File: src/rtl/acondicionador_pkg.sv
// Shared constants for the button conditioner: channel indices, default debounce
// length and the debounce counter width helper.
package acondicionador_pkg;

    localparam int BTN_RESTART         = 0;
    localparam int BTN_PAUSE           = 1;
    localparam int NUM_BTNS            = 2;
    localparam int DEBOUNCE_CYCLES_DEF = 500000;
    localparam int SYNC_STAGES_DEF     = 2;

    // Enough bits to hold 0..n inclusive.
    function automatic int cnt_width(input int n);
        return $clog2(n + 1);
    endfunction

endpackage

File: src/rtl/acondicionador_botones_antirrebote.sv
// One button channel: input synchronizer, consecutive-sample debounce counter,
// accepted (stable) level and a rising-edge indication of that level.
module antirrebote
    import acondicionador_pkg::*;
#(
    parameter int DEBOUNCE_CYCLES = DEBOUNCE_CYCLES_DEF,
    parameter int SYNC_STAGES     = SYNC_STAGES_DEF
) (
    input  logic iClk,
    input  logic iReset,
    input  logic iBtn,
    output logic oEstable,
    output logic oSubida
);

    localparam int CW = cnt_width(DEBOUNCE_CYCLES);
    localparam logic [CW-1:0] CNT_LAST = CW'(DEBOUNCE_CYCLES - 1);

    logic [SYNC_STAGES-1:0] sync_q;
    logic                   btn_sync;
    logic [CW-1:0]          cnt_q;
    logic [CW-1:0]          cnt_d;
    logic                   estable_q;
    logic                   estable_d;
    logic                   previo_q;

    assign btn_sync = sync_q[SYNC_STAGES-1];

    // The sample that completes the run flips the level and clears the counter,
    // so the counter never exceeds DEBOUNCE_CYCLES-1 and cannot wrap.
    always_comb begin
        cnt_d     = '0;
        estable_d = estable_q;
        if (btn_sync != estable_q) begin
            if (cnt_q == CNT_LAST) begin
                estable_d = btn_sync;
            end else begin
                cnt_d = cnt_q + 1'b1;
            end
        end
    end

    always_ff @(posedge iClk) begin
        if (iReset) begin
            sync_q    <= '0;
            cnt_q     <= '0;
            estable_q <= 1'b0;
            previo_q  <= 1'b0;
        end else begin
            sync_q    <= {sync_q[SYNC_STAGES-2:0], iBtn};
            cnt_q     <= cnt_d;
            estable_q <= estable_d;
            previo_q  <= estable_q;
        end
    end

    assign oEstable = estable_q;
    assign oSubida  = estable_q & ~previo_q;

endmodule

File: src/rtl/acondicionador_botones.sv
// Restart/pause pushbutton conditioner. Defining PAUSE_TOGGLE_EN turns oPause into
// a press-toggled level (cleared by restart); otherwise it is a press pulse.
module acondicionador_botones
    import acondicionador_pkg::*;
#(
    parameter int DEBOUNCE_CYCLES = DEBOUNCE_CYCLES_DEF,
    parameter int SYNC_STAGES     = SYNC_STAGES_DEF
) (
    input  logic       iClk,
    input  logic       iReset,
    input  logic       iBtnRestart,
    input  logic       iBtnPause,
    output logic       oRestart,
    output logic       oPause,
    output logic [1:0] oBtnEstable
);

    logic [NUM_BTNS-1:0] btn_raw;
    logic [NUM_BTNS-1:0] estable;
    logic [NUM_BTNS-1:0] subida;
    logic                restart_q;
    logic                restart_d;
    logic                pause_q;
    logic                pause_d;

    assign btn_raw[BTN_RESTART] = iBtnRestart;
    assign btn_raw[BTN_PAUSE]   = iBtnPause;

    for (genvar g = 0; g < NUM_BTNS; g++) begin : g_canal
        antirrebote #(
            .DEBOUNCE_CYCLES(DEBOUNCE_CYCLES),
            .SYNC_STAGES    (SYNC_STAGES)
        ) u_antirrebote (
            .iClk    (iClk),
            .iReset  (iReset),
            .iBtn    (btn_raw[g]),
            .oEstable(estable[g]),
            .oSubida (subida[g])
        );
    end

    always_comb begin
        restart_d = subida[BTN_RESTART];
`ifdef PAUSE_TOGGLE_EN
        // Restart wins over a pause press landing on the same cycle.
        pause_d = pause_q;
        if (subida[BTN_RESTART]) begin
            pause_d = 1'b0;
        end else if (subida[BTN_PAUSE]) begin
            pause_d = ~pause_q;
        end
`else
        pause_d = subida[BTN_PAUSE];
`endif
    end

    always_ff @(posedge iClk) begin
        if (iReset) begin
            restart_q <= 1'b0;
            pause_q   <= 1'b0;
        end else begin
            restart_q <= restart_d;
            pause_q   <= pause_d;
        end
    end

    assign oRestart    = restart_q;
    assign oPause      = pause_q;
    assign oBtnEstable = estable;

endmodule

File: config.mk
export PLATFORM = sky130hd
export DESIGN_NAME = acondicionador_botones
export DESIGN_NICKNAME = d
export VERILOG_FILES = /design/src/rtl/acondicionador_pkg.sv /design/src/rtl/acondicionador_botones_antirrebote.sv /design/src/rtl/acondicionador_botones.sv
export SDC_FILE = /design/constraint.sdc
export NUM_CORES = 1
export LEC_CHECK = 0
export CAP_MARGIN = 10
export CORE_UTILIZATION = 55
export CTS_BUF_LIST = sky130_fd_sc_hd__clkbuf_4 sky130_fd_sc_hd__clkbuf_8 sky130_fd_sc_hd__clkbuf_16
export DETAILED_ROUTE_END_ITERATION = 8
export DONT_BUFFER_PORTS = 1
export PLACE_DENSITY = 0.7
export SETUP_SLACK_MARGIN = 0.05
export SLEW_MARGIN = 0
export SYNTH_ARGS = -nofsm -noshare
export SYNTH_HDL_FRONTEND = slang
export SYNTH_HIERARCHICAL = 1
export SYNTH_SLANG_ARGS = --single-unit
File: constraint.sdc
create_clock -name iClk -period 1.6 [get_ports iClk]
set_input_delay 0.16 -clock iClk [delete_from_list [all_inputs] [get_ports iClk]]
set_output_delay 0.16 -clock iClk [all_outputs]
set_load 0.01 [all_outputs]
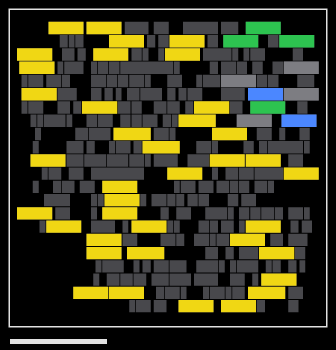
**Above:** run 1 (register map, names as in the netlist).
Scale bar: 20 um. Other sequential cells in the stronger grey, the rest of the logic in the fainter grey.
- g_canal.u_antirrebote/cnt_q: yellow (placed flops 38; where spread over the die)
- g_canal.u_antirrebote/previo_q: blue (placed flops 2)
- g_canal.u_antirrebote/sync_q: green (placed flops 4; where north-east)

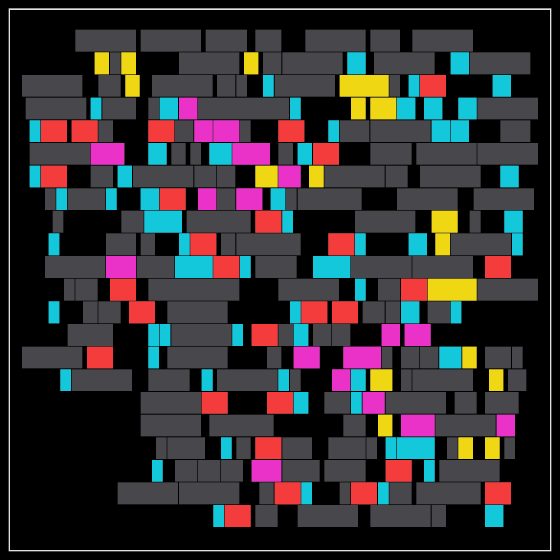
**Above:** run 1 (selected gate families).
- aoi and oai cells: yellow (cells 18; most used a21oi_1; where spread over the die)
- nor cells: cyan (cells 62; most used nor2_1; where spread over the die)
- xor and xnor cells: red (cells 28; most used xnor2_1; where spread over the die)
- and/or cells: magenta (cells 18)

==> impl_metrics.toml, run 1 <==
# generated from flow reports
[cells_and_area]
clk_share_pct = 5.41
largest_reg_flops = 38
n_fill_cell = 297

[critical_path]
cp_top_family = "simple AND/OR/NAND/NOR gates"
slowest_delay_ns = 0.54
cp_num_buf_inv = 0

[synthesis]
mux_share_pct = 0
simple_gate_share_pct = 33.8
ys_cells = 236

[cts]
cts_resized = 1
cts_setup_buffers = 0
cts_tree = "built"
cts-buffers-inserted = 5

[routing]
vias_per_cell = 5.55
wl_met1_mm = 2.01

[global_route]
globalRouteTotalUtil_pct = 22.1

[sta]
rsz0062_at_grt = "true"
finalHoldViolations = 0

[floorplanning]
fp-row-count = 22
die_h_um = 64.9

[run_status]
status = "completed"
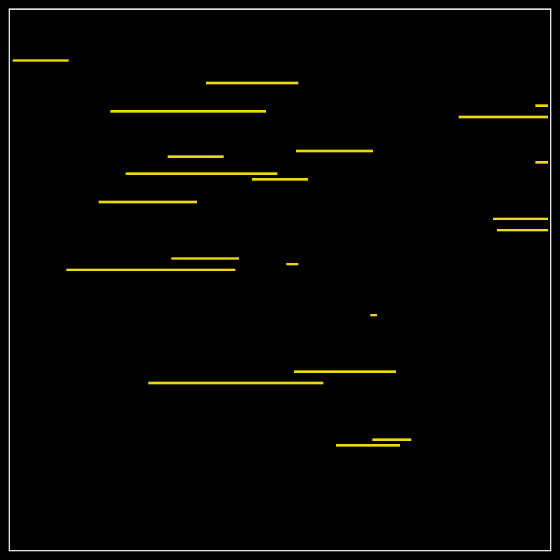
**Above:** run 1 (met3 routing).
- share of all routed wire: 4.5%
- longest straight run: 20.7 um
met3 usage: 5.46%
WL final: 4.15 mm
vias: 1699

==> run 2, diff against run 1 <==
--- a/config.mk
+++ b/config.mk
@@ -6,6 +6,7 @@
 export NUM_CORES = 1
 export LEC_CHECK = 0
 export CAP_MARGIN = 10
+export CORE_MARGIN = 1.5
 export CORE_UTILIZATION = 55
 export CTS_BUF_LIST = sky130_fd_sc_hd__clkbuf_4 sky130_fd_sc_hd__clkbuf_8 sky130_fd_sc_hd__clkbuf_16
 export DETAILED_ROUTE_END_ITERATION = 8
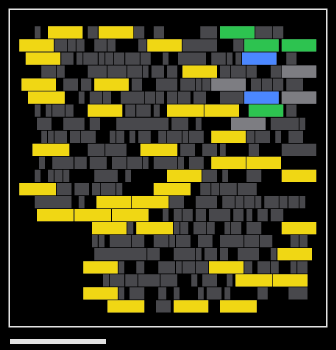
**Above:** run 2 (register map, names as in the netlist).
Scale bar: 20 um. Other sequential cells in the stronger grey, the rest of the logic in the fainter grey.
- g_canal.u_antirrebote/cnt_q: yellow (placed flops 38; where spread over the die)
- g_canal.u_antirrebote/sync_q: green (placed flops 4; where north-east)
- g_canal.u_antirrebote/previo_q: blue (placed flops 2)

==> impl_metrics.toml, run 2 <==
# generated from flow reports
[cts]
cts-buffers-inserted = 5
cts_setup_buffers = 0
cts_resized = 1
cts_tree = "built"

[critical_path]
path_cells = "nand4_1 > or4_4 > o21ai_1 > a21oi_1"
slowest_delay_ns = 0.54
cp_top_family = "simple AND/OR/NAND/NOR gates"
cp_num_buf_inv = 0

[sta]
rsz0062_at_grt = "true"
finalHoldViolations = 0

[routing]
vias = 1697

[cells_and_area]
clk_share_pct = 5.37
largest_reg_flops = 38
n_fill_cell = 299
reg_top3 = "g_canal.u_antirrebote/cnt_q: 38 flops, g_canal.u_antirrebote/sync_q: 4 flops"

[floorplanning]
taps = 48
die_h_um = 65.9
core_area_mm2 = 0.00372
fp-row-count = 22

[global_route]
grt_use_met3_pct = 6.47

[synthesis]
mux_share_pct = 0
simple_gate_share_pct = 33.8
synthFlopType = "dfxtp_1"
ys_cells = 236

[run_status]
status = "completed"
